Figure 1. Port wiring (run 1).
Drawn at 8 px/µm.
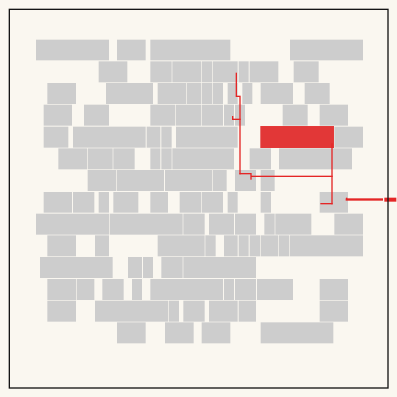
Figure 2. Local utilization (run 1).
Drawn at 6 px/µm. 9 x 9 tiles, from dark purple (low) to yellow (high), 0 to 100% covered.
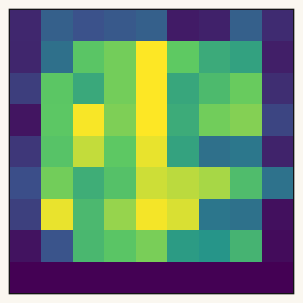
Figure 3. The clock network (run 1).
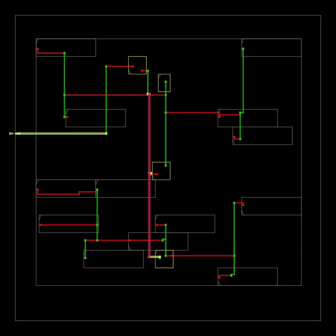
File: config.mk
export PLATFORM = sky130hd
export DESIGN_NAME = vram_slot_scheduler
export DESIGN_NICKNAME = d
export VERILOG_FILES = /design/src/rtl/vram_slot_scheduler.sv
export SDC_FILE = /design/constraint.sdc
export NUM_CORES = 1
export LEC_CHECK = 0
export CAP_MARGIN = 5
export CORE_MARGIN = 3
export CORE_UTILIZATION = 48
export CTS_BUF_LIST = sky130_fd_sc_hd__clkbuf_4 sky130_fd_sc_hd__clkbuf_8
export DETAILED_ROUTE_END_ITERATION = 8
export GPL_ROUTABILITY_DRIVEN = 1
export PLACE_DENSITY = 0.82
export SETUP_SLACK_MARGIN = 0.1
export SYNTH_ARGS = -nofsm -noshare
export SYNTH_HDL_FRONTEND = slang
export SYNTH_SLANG_ARGS = --single-unit
export TNS_END_PERCENT = 50
File: constraint.sdc
create_clock -name CLK21M -period 2.3 [get_ports CLK21M]
set_input_delay 0.23 -clock CLK21M [delete_from_list [all_inputs] [get_ports CLK21M]]
set_output_delay 0.23 -clock CLK21M [all_outputs]
set_load 0.01 [all_outputs]
File: src/rtl/vram_slot_scheduler.sv
// VRAM access slot arbiter: display/sprite reservations, CPU and command-engine
// toggle-handshake requests, with a starvation boost for command accesses.
module vram_slot_scheduler #(
  parameter int STARVE_LIMIT = 8
) (
  input  logic       CLK21M,
  input  logic       RESET_N,
  input  logic [1:0] DOTSTATE,
  input  logic       DISP_RSV,
  input  logic       SPRT_RSV,
  input  logic       CPU_WR_REQ,
  input  logic       CPU_RD_REQ,
  input  logic       CMD_ACTIVE,
  input  logic       CMD_WR_REQ,
  input  logic       CMD_RD_REQ,
  output logic       CPU_WR_ACK,
  output logic       CPU_RD_ACK,
  output logic       CMD_WR_ACK,
  output logic       CMD_RD_ACK,
  output logic [2:0] GRANT,
  output logic       GRANT_VALID,
  output logic       CMD_BOOST,
  output logic [3:0] STARVE_CNT
);
  typedef enum logic {NORMAL, BOOST} state_t;

  localparam logic [2:0] G_IDLE = 3'd0, G_DRAW = 3'd1, G_CPUW = 3'd2, G_CPUR = 3'd3,
                         G_SPRT = 3'd4, G_VDPW = 3'd5, G_VDPR = 3'd6, G_VDPS = 3'd7;
  localparam logic [3:0] LIM = 4'(STARVE_LIMIT);

  state_t     state, state_nxt;
  logic [2:0] grant_nxt;
  logic [3:0] cnt_nxt;
  logic       slot, cpu_wr_p, cpu_rd_p, cmd_wr_p, cmd_rd_p, cmd_pend, cmd_grant;

  assign slot     = (DOTSTATE == 2'b10);
  assign cpu_wr_p = CPU_WR_REQ ^ CPU_WR_ACK;
  assign cpu_rd_p = CPU_RD_REQ ^ CPU_RD_ACK;
  // Command toggles stay outstanding while the engine is stopped, but do not compete.
  assign cmd_wr_p = CMD_ACTIVE & (CMD_WR_REQ ^ CMD_WR_ACK);
  assign cmd_rd_p = CMD_ACTIVE & (CMD_RD_REQ ^ CMD_RD_ACK);
  assign cmd_pend = cmd_wr_p | cmd_rd_p;
  assign CMD_BOOST = (state == BOOST);

  always_comb begin
    grant_nxt = G_IDLE;
    if (DISP_RSV)                        grant_nxt = G_DRAW;
    else if (SPRT_RSV)                   grant_nxt = G_SPRT;
    else if (state == BOOST && cmd_wr_p) grant_nxt = G_VDPW;
    else if (state == BOOST && cmd_rd_p) grant_nxt = G_VDPR;
    else if (cpu_wr_p)                   grant_nxt = G_CPUW;
    else if (cpu_rd_p)                   grant_nxt = G_CPUR;
    else if (cmd_wr_p)                   grant_nxt = G_VDPW;
    else if (cmd_rd_p)                   grant_nxt = G_VDPR;
    else if (CMD_ACTIVE)                 grant_nxt = G_VDPS;
  end

  assign cmd_grant = (grant_nxt == G_VDPW) || (grant_nxt == G_VDPR);

  always_comb begin
    cnt_nxt   = 4'd0;
    state_nxt = NORMAL;
    if (!cmd_grant && cmd_pend) begin
      cnt_nxt   = (STARVE_CNT >= LIM) ? LIM : STARVE_CNT + 4'd1;
      state_nxt = (cnt_nxt == LIM) ? BOOST : state;
    end
  end

  always_ff @(posedge CLK21M or negedge RESET_N) begin
    if (!RESET_N) begin
      state       <= NORMAL;
      GRANT       <= G_IDLE;
      GRANT_VALID <= 1'b0;
      STARVE_CNT  <= 4'd0;
      CPU_WR_ACK  <= 1'b0;
      CPU_RD_ACK  <= 1'b0;
      CMD_WR_ACK  <= 1'b0;
      CMD_RD_ACK  <= 1'b0;
    end else if (slot) begin
      state       <= state_nxt;
      GRANT       <= grant_nxt;
      GRANT_VALID <= 1'b1;
      STARVE_CNT  <= cnt_nxt;
      if (grant_nxt == G_CPUW) CPU_WR_ACK <= ~CPU_WR_ACK;
      if (grant_nxt == G_CPUR) CPU_RD_ACK <= ~CPU_RD_ACK;
      if (grant_nxt == G_VDPW) CMD_WR_ACK <= ~CMD_WR_ACK;
      if (grant_nxt == G_VDPR) CMD_RD_ACK <= ~CMD_RD_ACK;
    end else begin
      GRANT_VALID <= 1'b0;
    end
  end
endmodule

==> results.toml, run 1 <==
# yosys + openroad results
[critical_path]
worstSetupEndpointType = "flop"
worstSetupPathType = "flop to flop"

[routing]
wire_per_inst_um = 13.7
drc = 0
via_count = 654
drt_iter0_markers = 5
final_antenna_net_count = 0

[clocking]
post-cts-setup-buffer-count = 0
clock-root-buffer = "clkbuf_4"
clockBufferDepth = 2
cts_tree = "built"

[synthesis]
synth-seq-area-share_pct = 40.0
top_cells_by_area = "dfrtp_1 (40%), o31ai_4 (5.2%), nand2_1 (5.1%)"
syn_area_um2 = 813
ys_async_sr_fraction_pct = 100
netlist.area_leader.share_pct = 40.0
common_cells = "dfrtp_1 (13), nand2_1 (11), inv_1 (6), nor2_1 (5), xor2_1 (4)"
synth_flop_count = 13

[global_routing]
grt_pass1_vias = 622
wire_length_of_the_first_global_routing_pass_um = 2640
pin_count_of_the_biggest_net_entering_global_routing = 14
antenna_violations_before_repair = 0
grt_overflow = 0

[sta]
timing_hold_violations_final = 0
max_clock_freq_mhz = 563
rsz_0062_raised_after_global_routing = "false"
fin_hold_ws_ns = 0.309

[floorplan]
die-height_um = 47.2
chipWidth_um = 47.2
floorplan.core_area_mm2 = 0.00156
die_footprint_mm2 = 0.00222

[min_path]
timing.hold.worst.class = "input port to async pin"

[job]
max_cap_violations = 0
warnings = 28

[run_status]
outcome = "complete, no violations"

[cells_and_area]
drive_above_1_share_pct = 17.1
final_cell_count_no_fill = 121

[power_and_ir_drop]
power.static_leakage_nw = 0.465

[placement]
port-buffer-count = 23
Back to the opening pictures, Figure 1:
red -> CMD_BOOST  # direction output, end cells 1, buffers 1, wire 39.9 µm

Back to the opening pictures, Figure 2:
emptiest ninth of the die = lower right
nearly empty tiles = 11%
mean over tiles = 48%
tiles over 75% full = 26%
densest ninth of the die = center

Back to the opening pictures, Figure 3:
Post-Route Skew: 0.000603 ns
TritonCTS Buffers: 3

[run 1: layout by cell type, fill, tap and decap left out, types with 2 or more instances in the layout]
cell type,netlist,layout
nand3_1,2,2
clkdlybuf4s50_1,0,23
buf_4,0,2
o31ai_4,2,2
xor2_1,4,4
ha_1,2,2
dfrtp_1,13,13
nor2_1,5,5
xnor2_1,3,3
nand2_1,11,11
clkbuf_4,0,3
o21ai_1,2,2
xnor2_2,2,2
inv_1,6,6
[run 1: critical path: stages, from the launching register on]
cell and delay [ns]:
dfrtp_1 0.44, xnor2_2 0.23, nor2_1 0.15, o31ai_4 0.34
xor2_2 0.22, o21ai_2 0.10, o311ai_2 0.21
[run 1: cell families after synthesis]
logic type / Yosys count / synth area share, %
buf+inv: 8 / 4.61
flops: 13 / 40.0
fa+ha+maj: 2 / 3.08
simple gates: 26 / 16.2
xor+xnor: 10 / 13.5
compound gates: 18 / 22.6
[run 1: state kept, by name, summed over array words and instances, names as in the netlist]
name and flops:
GRANT_VALID 1, CPU_RD_ACK 1, STARVE_CNT 4, CMD_BOOST 1, CPU_WR_ACK 1, GRANT 3, CMD_WR_ACK 1, CMD_RD_ACK 1
[run 1: layer usage]
layer / part of all wire (%) / GRT usage (%)
met2: 46 / 24.9
met5: 0 / 0
met3: 4.0 / 3.83
met4: 1.5 / 8.29
met1: 48 / 23.1
[run 1: layout make-up]
cell class,count,area (µm²)
Clock buffer,3,22.5
Timing Repair Buffer,25,245
Multi-Input combinational cell,56,450
Sequential cell,13,325
Tap cell,16,20.0
Fill cell,114,464
Inverter,7,26.3
Clock inverter,1,5.00
[run 1: power by group]
group | internal [mW] | switching (mW)
sequential | 0.295 | 0.0794
combinational | 0.273 | 0.242
clock | 0.0646 | 0.0873
total | 0.633 | 0.409
[run 1: final timing paths]
path	startpoint	endpoint	slack, ns	depth (start not counted)
worst max-delay path	CMD_RD_ACK	STARVE_CNT[2]	0.52	6
worst min-delay path	RESET_N	STARVE_CNT[0]	0.31	1
worst max register to register	CMD_RD_ACK	STARVE_CNT[2]	0.52	6
worst min register to register	GRANT[1]	GRANT[1]	0.49	1
max in group asynchronous	RESET_N	CMD_RD_ACK	1.61	1
min in group CLK21M	GRANT[1]	GRANT[1]	0.49	1
==> run 2: changes to the inputs <==
- CORE_UTILIZATION: 48 -> 43
- PLACE_DENSITY: 0.82 -> 0.78
- clock period: 2.3 -> 1.54 ns (I/O delays scaled with it)
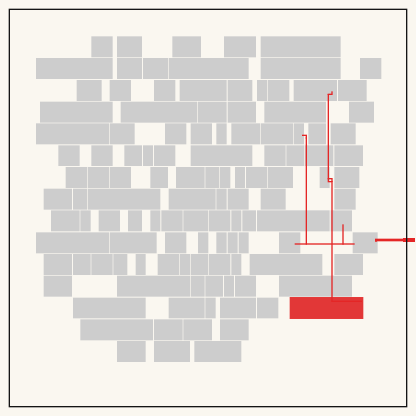
Figure 4: run 2, port wiring.
Drawn at 8 px/µm.
red -> CMD_BOOST  # direction output, end cells 1, buffers 2, wire 59.0 µm

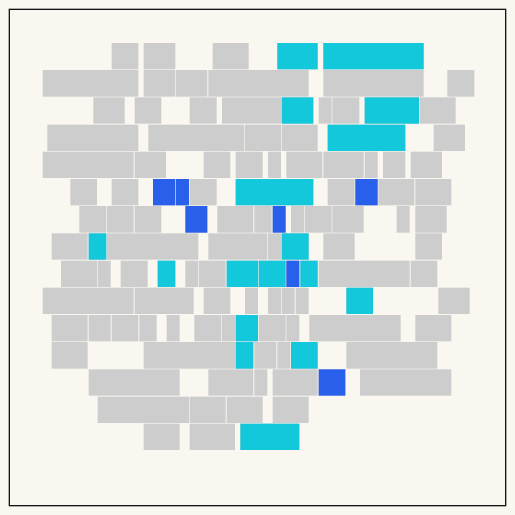
Figure 5: run 2, selected gate families.
Drawn at 10 px/µm.
blue -> nor cells  # cells 7, where center
cyan -> aoi and oai cells  # cells 17

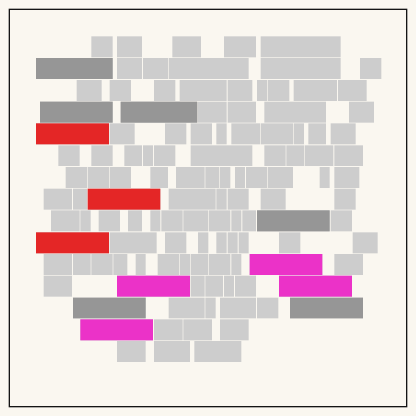
Figure 6: run 2, sequential cells colored by netlist name.
Drawn at 8 px/µm. Other sequential cells in the stronger gray, the rest of the logic in the fainter gray.
red -> GRANT  # placed flops 3
magenta -> STARVE_CNT  # placed flops 4

==> run 2 against run 1 <==
The run now ends with setup timing left. Critical path type unchanged. Sequential share of layout area fell by 3.9 points. Hold slack got worse by 0.13 ns. Cell count rose by 19%. Largest cell class unchanged. Via count rose by 8.0%. Highest routed layer unchanged. Final area rose by 16%. Maximum frequency rose by 1.5%. Global-route usage rose by 1.8 points. Register-to-register slack got worse by 0.73 ns.
==> results.toml, run 2 <==
# yosys + openroad results
[global_routing]
wire_length_of_the_first_global_routing_pass_um = 3500
grt_overflow = 0
antenna_violations_before_repair = 0
pin_count_of_the_biggest_net_entering_global_routing = 14
grt_pass1_vias = 734

[cells_and_area]
drive_above_1_share_pct = 34.5
number_of_flip_flops_in_the_largest_register = 4
final_layout_top_logic_cell = "clkdlybuf4s50_1"
final_cell_count_no_fill = 144
register_bank_with_the_most_flops = "STARVE_CNT"
mostFrequentLayoutCells = "clkdlybuf4s50_1 (17), buf_4 (16), dfrtp_1 (11)"

[synthesis]
common_cells = "dfrtp_1 (13), nand2_1 (11), inv_1 (6), nor2_1 (5), xor2_1 (4)"
synth-seq-area-share_pct = 40.0
netlist.area_leader.share_pct = 40.0
syn_area_um2 = 813

[job]
warnings = 31
max_cap_violations = 0

[critical_path]
cp_slowest_cell = "dfrtp_2"
worstSetupPathType = "flop to flop"
critical_path_buf_inv_count = 0
reg2reg_slack_ns = -0.21
crit_chain = "xnor2_4 > nand2_2 > o31ai_4 > nor2_1 > nand3b_1 > xnor2_2"
worst_path_largest_cell_delay_ns = 0.45
crit_path_start = "CPU_WR_ACK"
critical_path.reg2reg.startpoint = "CPU_WR_ACK"

[clocking]
cts_made_buffers = 3
cts_tree = "built"
clock-root-buffer = "clkbuf_4"

[routing]
drt_iter0_markers = 12
wire_per_inst_um = 14.2
via_count = 706
final_antenna_net_count = 0

[run_status]
outcome = "finished with violations"
violated_checks = "setup timing"

[power_and_ir_drop]
power.static_leakage_nw = 0.572

[floorplan]
chipWidth_um = 49.5
floorplan.core_area_mm2 = 0.00176

[sta]
timing_hold_violations_final = 0
finalSetupViolations = 11
max_clock_freq_mhz = 571
timing.final.ws_setup_ns = -0.211

[placement]
port-buffer-count = 23
[run 2: netlist changes by cell type in the layout (fill, tap and decap cells not counted), moves of 2 or more]
| cell | change |
|---|---|
| dfrtp_1 | -2 |
| xnor2_4 | +2 |
| dfrtp_2 | +2 |
| dlygate4sd2_1 | +5 |
| buf_4 | +14 |
| nor2_2 | +2 |
| clkdlybuf4s50_1 | -6 |
| nor2_1 | -2 |
[run 2: path summary, 6_finish.rpt]
| kind | to | depth (start not counted) |
|---|---|---|
| setup reg to reg | CPU_RD_ACK | 6 |
| hold / removal | CMD_WR_ACK | 2 |
| min in group CLK21M | GRANT[1] | 1 |
| max in group asynchronous | CPU_WR_ACK | 2 |
| hold reg to reg | GRANT[1] | 1 |
| setup / recovery | CPU_RD_ACK | 6 |
[run 2: stage by stage]
| stage | instance area (µm²) | TNS (ns) |
|---|---|---|
| final | 1270 | -1.40 |
| after global routing | 1270 | -2.53 |
| after CTS | 1240 | -1.54 |
| after detailed placement | 1200 | -4.42 |
| after global placement | 1200 | -3.74 |
| after floorplan | 828 | -0.403 |
[run 2: cell families (layout without fill, tap and decap cells)]
| family | Yosys count | after routing | synth area share, % |
|---|---|---|---|
| adder cells (fa/ha/maj) | 2 | 2 | 3.08 |
| buffers and inverters | 8 | 50 | 4.61 |
| AND/OR/NAND/NOR | 26 | 26 | 16.2 |
| AND-OR/OR-AND | 18 | 18 | 22.6 |
| flip-flops | 13 | 13 | 40.0 |
| XOR/XNOR | 10 | 10 | 13.5 |
[run 2: power by group]
part           total [mW]  switching [mW]  internal, mW
Clock               0.226           0.108         0.118
Combinational       0.967           0.449         0.518
Sequential          0.562           0.115         0.447
[run 2: final cells by class]
type / count / area (µm²) / area share (%)
Multi-Input combinational cell: 56 / 505 / 39.9
Timing Repair Buffer: 39 / 347 / 27.3
Inverter: 7 / 26.3 / 2.07
Sequential cell: 13 / 328 / 25.9
Tap cell: 25 / 31.3 / 2.47
Clock buffer: 4 / 30.0 / 2.37
[run 2: worst register-to-register path, cell delays in order (launching register included)]
cell	delay (ns)
dfrtp_2	0.45
xnor2_4	0.20
nand2_2	0.09
o31ai_4	0.37
nor2_1	0.14
nand3b_1	0.22
xnor2_2	0.17
[run 2: layer usage]
metal | vias up | GRT usage [%] | wire length (µm)
met2 | 16 | 35.0 | 1080
li1 | 350 | - | -
met3 | 6 | 3.02 | 53
met5 | - | 0 | 0
met1 | 334 | 21.7 | 876
met4 | 0 | 5.53 | 38
[run 2: timing repair]
item,in CTS,in global routing
hold buffers,0,0
pin swaps,7,1
setup endpoints to repair,17,13
resized,8,4
No activity file was given, so power comes from the tool's default toggle rates.
